Figure 1. Cells by drive strength.
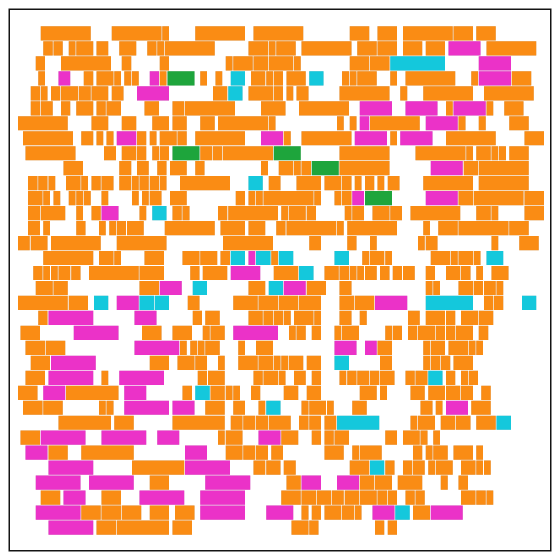
Figure 2. Cells coloured by class.
Bar = 20 um. Fill, decap, tap and diode cells in grey.
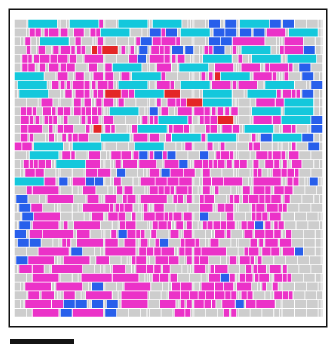
## src/rtl/rr_grant_sched_if.sv

```systemverilog
// Handshake bundle between requesters, the grant consumer and rr_grant_sched.
// The scheduler sits on the slave side; the master side drives requests and acks.
interface rr_grant_sched_if #(
   parameter int LINES = 16,
   parameter int WIDTH = $clog2(LINES)
);
   logic [LINES-1:0] req;
   logic             gnt_ready;
   logic             done;
   logic [LINES-1:0] gnt_onehot;
   logic [WIDTH-1:0] gnt_idx;
   logic             gnt_valid;
   logic             busy;
   logic             timeout_err;

   modport master (
      output req, gnt_ready, done,
      input  gnt_onehot, gnt_idx, gnt_valid, busy, timeout_err
   );

   modport slave (
      input  req, gnt_ready, done,
      output gnt_onehot, gnt_idx, gnt_valid, busy, timeout_err
   );
endinterface

```

## src/rtl/rr_grant_sched.sv

```systemverilog
// Round-robin grant scheduler: IDLE picks a winner from ptr upward, OFFER holds it
// until acked, BUSY holds the resource until done or the watchdog forces release.
module rr_grant_sched #(
   parameter int LINES   = 16,
   parameter int WIDTH   = $clog2(LINES),
   parameter int TIMEOUT = 255
) (
   input  logic               clk,
   input  logic               rst_n,
   rr_grant_sched_if.slave    bus
);
   typedef enum logic [1:0] {IDLE, OFFER, BUSY} state_t;

   typedef struct packed {
      logic [LINES-1:0] onehot;
      logic [WIDTH-1:0] idx;
   } gnt_t;

   localparam logic [15:0]      TO   = 16'(TIMEOUT);
   localparam logic [WIDTH-1:0] LAST = WIDTH'(LINES-1);
   localparam logic [WIDTH:0]   NL   = (WIDTH+1)'(LINES);

   state_t           state_q, state_d;
   gnt_t             gnt_q, gnt_d;
   logic [WIDTH-1:0] ptr_q, ptr_d;
   logic [15:0]      wdog_q, wdog_d, wdog_inc;
   logic             valid_q, valid_d;
   logic             busy_q, busy_d;
   logic             terr_q, terr_d;

   logic             win_found;
   logic [WIDTH-1:0] win_idx;
   logic [WIDTH:0]   sum;
   logic [WIDTH-1:0] cand;

   // Rotating priority search; sum stays below 2*LINES so one subtract wraps it.
   always_comb begin
      win_found = 1'b0;
      win_idx   = '0;
      sum       = '0;
      cand      = '0;
      for (int i = 0; i < LINES; i++) begin
         sum = {1'b0, ptr_q} + (WIDTH+1)'(i);
         if (sum >= NL) sum = sum - NL;
         cand = sum[WIDTH-1:0];
         if (!win_found && bus.req[cand]) begin
            win_found = 1'b1;
            win_idx   = cand;
         end
      end
   end

   always_comb begin
      state_d  = state_q;
      gnt_d    = gnt_q;
      ptr_d    = ptr_q;
      wdog_d   = wdog_q;
      valid_d  = 1'b0;
      busy_d   = 1'b0;
      terr_d   = 1'b0;
      wdog_inc = (wdog_q == TO) ? wdog_q : wdog_q + 16'd1;
      unique case (state_q)
         IDLE: begin
            gnt_d = '0;
            if (win_found) begin
               state_d             = OFFER;
               gnt_d.onehot[win_idx] = 1'b1;
               gnt_d.idx           = win_idx;
               valid_d             = 1'b1;
            end
         end
         OFFER: begin
            if (bus.gnt_ready) begin
               state_d = BUSY;
               busy_d  = 1'b1;
               wdog_d  = '0;
            end else begin
               valid_d = 1'b1;
            end
         end
         BUSY: begin
            // done wins over a coincident watchdog expiry, so no error then
            if (bus.done || wdog_inc == TO) begin
               state_d = IDLE;
               gnt_d   = '0;
               ptr_d   = (gnt_q.idx == LAST) ? '0 : gnt_q.idx + WIDTH'(1);
               wdog_d  = '0;
               terr_d  = !bus.done;
            end else begin
               busy_d = 1'b1;
               wdog_d = wdog_inc;
            end
         end
         default: begin
            state_d = IDLE;
            gnt_d   = '0;
         end
      endcase
   end

   always_ff @(posedge clk or negedge rst_n) begin
      if (!rst_n) begin
         state_q <= IDLE;
         gnt_q   <= '0;
         ptr_q   <= '0;
         wdog_q  <= '0;
         valid_q <= 1'b0;
         busy_q  <= 1'b0;
         terr_q  <= 1'b0;
      end else begin
         state_q <= state_d;
         gnt_q   <= gnt_d;
         ptr_q   <= ptr_d;
         wdog_q  <= wdog_d;
         valid_q <= valid_d;
         busy_q  <= busy_d;
         terr_q  <= terr_d;
      end
   end

   assign bus.gnt_onehot  = gnt_q.onehot;
   assign bus.gnt_idx     = gnt_q.idx;
   assign bus.gnt_valid   = valid_q;
   assign bus.busy        = busy_q;
   assign bus.timeout_err = terr_q;
endmodule

```

## src/flat_wrapper.sv

```systemverilog
// flat-port wrapper written by rule: the top's interface ports become plain ports
module rr_grant_sched_flat 
#(
   parameter int LINES   = 16,
   parameter int WIDTH   = $clog2(LINES),
   parameter int TIMEOUT = 255
)
  (clk, rst_n, bus_req, bus_gnt_ready, bus_done, bus_gnt_onehot, bus_gnt_idx, bus_gnt_valid, bus_busy, bus_timeout_err);
  rr_grant_sched_if #(.LINES(LINES), .WIDTH(WIDTH)) bus_i ();
  input  logic clk;
  input  logic rst_n;
  input wire logic [$bits(bus_i.req)-1:0] bus_req;
  input wire logic [$bits(bus_i.gnt_ready)-1:0] bus_gnt_ready;
  input wire logic [$bits(bus_i.done)-1:0] bus_done;
  output wire logic [$bits(bus_i.gnt_onehot)-1:0] bus_gnt_onehot;
  output wire logic [$bits(bus_i.gnt_idx)-1:0] bus_gnt_idx;
  output wire logic [$bits(bus_i.gnt_valid)-1:0] bus_gnt_valid;
  output wire logic [$bits(bus_i.busy)-1:0] bus_busy;
  output wire logic [$bits(bus_i.timeout_err)-1:0] bus_timeout_err;
  assign bus_i.req = bus_req;
  assign bus_i.gnt_ready = bus_gnt_ready;
  assign bus_i.done = bus_done;
  assign bus_gnt_onehot = bus_i.gnt_onehot;
  assign bus_gnt_idx = bus_i.gnt_idx;
  assign bus_gnt_valid = bus_i.gnt_valid;
  assign bus_busy = bus_i.busy;
  assign bus_timeout_err = bus_i.timeout_err;
  rr_grant_sched #(.LINES(LINES), .WIDTH(WIDTH), .TIMEOUT(TIMEOUT)) u_core (.clk(clk), .rst_n(rst_n), .bus(bus_i));
endmodule
```

## config.mk

```make
export PLATFORM = sky130hd
export DESIGN_NAME = rr_grant_sched_flat
export DESIGN_NICKNAME = d
export VERILOG_FILES = /design/src/rtl/rr_grant_sched_if.sv /design/src/rtl/rr_grant_sched.sv /design/src/flat_wrapper.sv
export SDC_FILE = /design/constraint.sdc
export NUM_CORES = 1
export LEC_CHECK = 0
export CAP_MARGIN = 25
export CORE_UTILIZATION = 54
export CTS_CLUSTER_DIAMETER = 40
export DETAILED_ROUTE_END_ITERATION = 6
export PLACE_DENSITY_LB_ADDON = 0.1
export SLEW_MARGIN = 30
export SYNTH_ARGS = -nofsm -noshare
export SYNTH_HDL_FRONTEND = slang
export SYNTH_SLANG_ARGS = --single-unit
```

## constraint.sdc

```tcl
create_clock -name clk -period 4.8 [get_ports clk]
set_input_delay 0.48 -clock clk [delete_from_list [all_inputs] [get_ports clk]]
set_output_delay 0.48 -clock clk [all_outputs]
set_load 0.02 [all_outputs]
```

==> results_slide.txt <==
Flow Results at a Glance

Outcome
  • Status: complete, but fails checks
  • Failing checks: design-rule violations

Job
  • Number of max-cap violations: 0

Timing
  • Setup_tns: 0 ns
  • Max_slew headroom: 43.1%
  • Final setup viols: 0
  • Max Slew Vio Count: 0
  • Tmin final: 4.54 ns
  • Fmax: 0.220 GHz
  • Worst Tran Pin Value: 0.848 ns

Drt
  • DR DRC count: 1
  • Final wirelength: 14300 um
  • TritonRoute pass-1 iters: 7
  • Vias: 4811
  • Initial drt markers: between 400 and 500
  • Via density: 6.79
  • Routed len/inst: between 20 and 25 um
  • Antenna Nets Post-Route: 0

Floorplan
  • Initial Util: between 50% and 60%
  • DIE WIDTH: 98.1 um
  • Number of tapcells: 108
  • Chip height: 98.1 um

Setup path
  • Critical Path End: u_core.bus.gnt_onehot[0]$_DFFE_PN0P_
  • Crit Path Class: flip-flop to flip-flop
  • WP depth: 10
  • Critical path capture point type: flip-flop
  • Peak fanout along the critical path: 30
  • Critical Path RT: 4.97 ns
  • Most common cell on crit path: o31ai_1
  • CP Cell Sequence: buf_4, mux4_1, mux4_2, a2111o_1, nor4_4, nand4b_4, o31ai_1, or2_2, nand2b_1, o31ai_1
  • R2R cell count: 10
  • CP Buf/Inv Count: 1

Logic synthesis
  • Flip-flops with a built-in enable: 0
  • Synthesized area per cell: between 8 and 9 um^2
  • YS warnings: 0
  • Syn nets: 596
  • Complex Gates by Area: between 20% and 30%
  • Asr flop ratio synth: 100%
  • Xor/xnor share: roughly 2.3%
  • Cell Area, Synth: 0.00499 mm^2
  • Post-synth top area cell: dfrtp_1
  • Dominant comb cell: AND-OR/OR-AND gates
  • Seq/Total Area, Yosys: 22.6%
  • Seq cells post-synth: 45
  • Chip area line of the yosys report: about 0.0050 mm^2
  • Post-synth top area share: 22.6%
  • Unique cell types: roughly 76
  • Top cells by area: dfrtp_1, mux4_2, nand2_1
  • Post-Synth Adder-Cell Area: 3.01%

Finish
  • Non-CTS inverters: 19
  • CLK BUF: 5
  • Storage element area: 0.00113 mm^2
  • Signal buffers share of area: 10.2%
  • Seq_cells: roughly 45
  • Biggest Area Class: combinational gates
  • MI comb cells: 466
  • ClkCell Share: under 10%
  • FILL cells: 746
  • Final #Nets: 632
  • Layout cells sized above 1: 15.6%

Placement
  • Post-Place Setup Slack: ~0.14 ns
  • Placed instance count: 700
  • Port bufs: 42

Clock network
  • Clock Tree Buf Depth: 2
  • Late-Pin Clk Latency: around 0.30 ns
  • CTS buffer count: 5
  • Root Buffer: clkbuf_8
  • Clk slew on worst S/H paths: around 0.10 ns

GRT
  • Vias in the first global route: between 4000 and 5000
## Picture notes: Figure 1
colour	size	cells
magenta	drive 2	62
cyan	drive 3 to 4	27
orange	drive 1 or less	507
green	drive 6 and up	5
area grow syn2layout: 13.0%
post-route cell area: 0.00564 mm^2
non-clock buffer total of the final layout: 63

## Picture notes: Figure 2
colour	class	cells
cyan	flip-flops	45
magenta	all other logic	485
red	clock drivers and dummy loads	8
blue	other buffers and delay cells	63
site row count: 34
post-layout util: 63.7%
core area: 0.00885 mm^2

## cell usage after synthesis, types with 3 or more instances
| cell type | number |
|---|---|
| nor4_1 | 3 |
| and2_1 | 6 |
| mux2_2 | 17 |
| o221ai_1 | 3 |
| a211oi_1 | 10 |
| nand2b_1 | 6 |
| nand2_1 | 80 |
| o21ai_0 | 38 |
| buf_2 | 6 |
| a21oi_1 | 23 |
| nand4_1 | 6 |
| xor2_1 | 4 |
| nand3b_1 | 3 |
| o41ai_2 | 12 |
| xnor2_1 | 9 |
| inv_1 | 18 |
| nor2b_1 | 4 |
| o211ai_1 | 6 |
| o32a_1 | 3 |
| nand3_1 | 16 |
| o22ai_1 | 4 |
| buf_1 | 3 |
| buf_6 | 3 |
| a31oi_1 | 11 |
| or2_2 | 3 |
| mux2i_1 | 24 |
| dfrtp_1 | 45 |
| nor3_1 | 15 |
| nor3b_1 | 4 |
| or3_1 | 3 |
| and4_1 | 4 |
| o31ai_1 | 14 |
| and3_1 | 9 |
| ha_1 | 12 |
| mux4_2 | 20 |
| mux4_1 | 6 |
| o41ai_1 | 5 |
| clkbuf_1 | 20 |
| nor2_1 | 32 |
| a21boi_0 | 8 |
| o22a_1 | 3 |
## placed cells by master (no fill, tap or decap), drive strengths merged, types with 12 or more instances in the layout
master,synthesis,routed
mux4,26,26
o21ai,38,38
mux2i,24,24
a21oi,23,23
o41ai,18,18
inv,19,19
nand3,16,16
mux2,17,17
dfrtp,45,45
clkdlybuf4s50,0,41
ha,12,12
o31ai,14,14
nor3,16,16
nand2,80,80
buf,13,21
nor2,32,32
## registers in the layout, indices dropped and copies added, names as in the netlist
signal	flops
u_core.bus.busy	1
u_core.bus.gnt_idx	4
u_core.bus.gnt_onehot	16
u_core.bus.gnt_valid	1
u_core.bus.timeout_err	1
u_core.ptr_q	4
u_core.state_q	2
u_core.wdog_q	16
## through the flow
step                      hold WS, ns  utilization [%]  area (um^2)
after floorplan                 0.184                -         4990
after global placement          0.460             62.4         5530
after detailed placement        0.470             62.5         5530
after CTS                       0.193             63.4         5610
after global routing            0.214             63.7         5640
final                           0.167             63.7         5640
## metal layers
| metal | vias up | GRT usage, % | share of wire, % |
|---|---|---|---|
| met5 | - | 0 | 0 |
| met4 | 0 | 3.73 | 0.66 |
| met3 | 11 | 4.58 | 7.0 |
| met2 | 171 | 49.1 | 47 |
| met1 | 2372 | 44.3 | 46 |
| li1 | 2257 | - | - |
## kinds of logic (layout without fill, tap and decap cells)
family	after synthesis	after routing
AND-OR/OR-AND	167	167
multiplexers	67	67
AND/OR/NAND/NOR	207	207
adder cells (fa/ha/maj)	12	12
buffers and inverters	53	90
XOR/XNOR	13	13
flip-flops	45	45
## repair_timing
action | CTS | global route
endpoints found under the setup margin | 0 | 17
setup buffers | 0 | 0
resized | 0 | 3
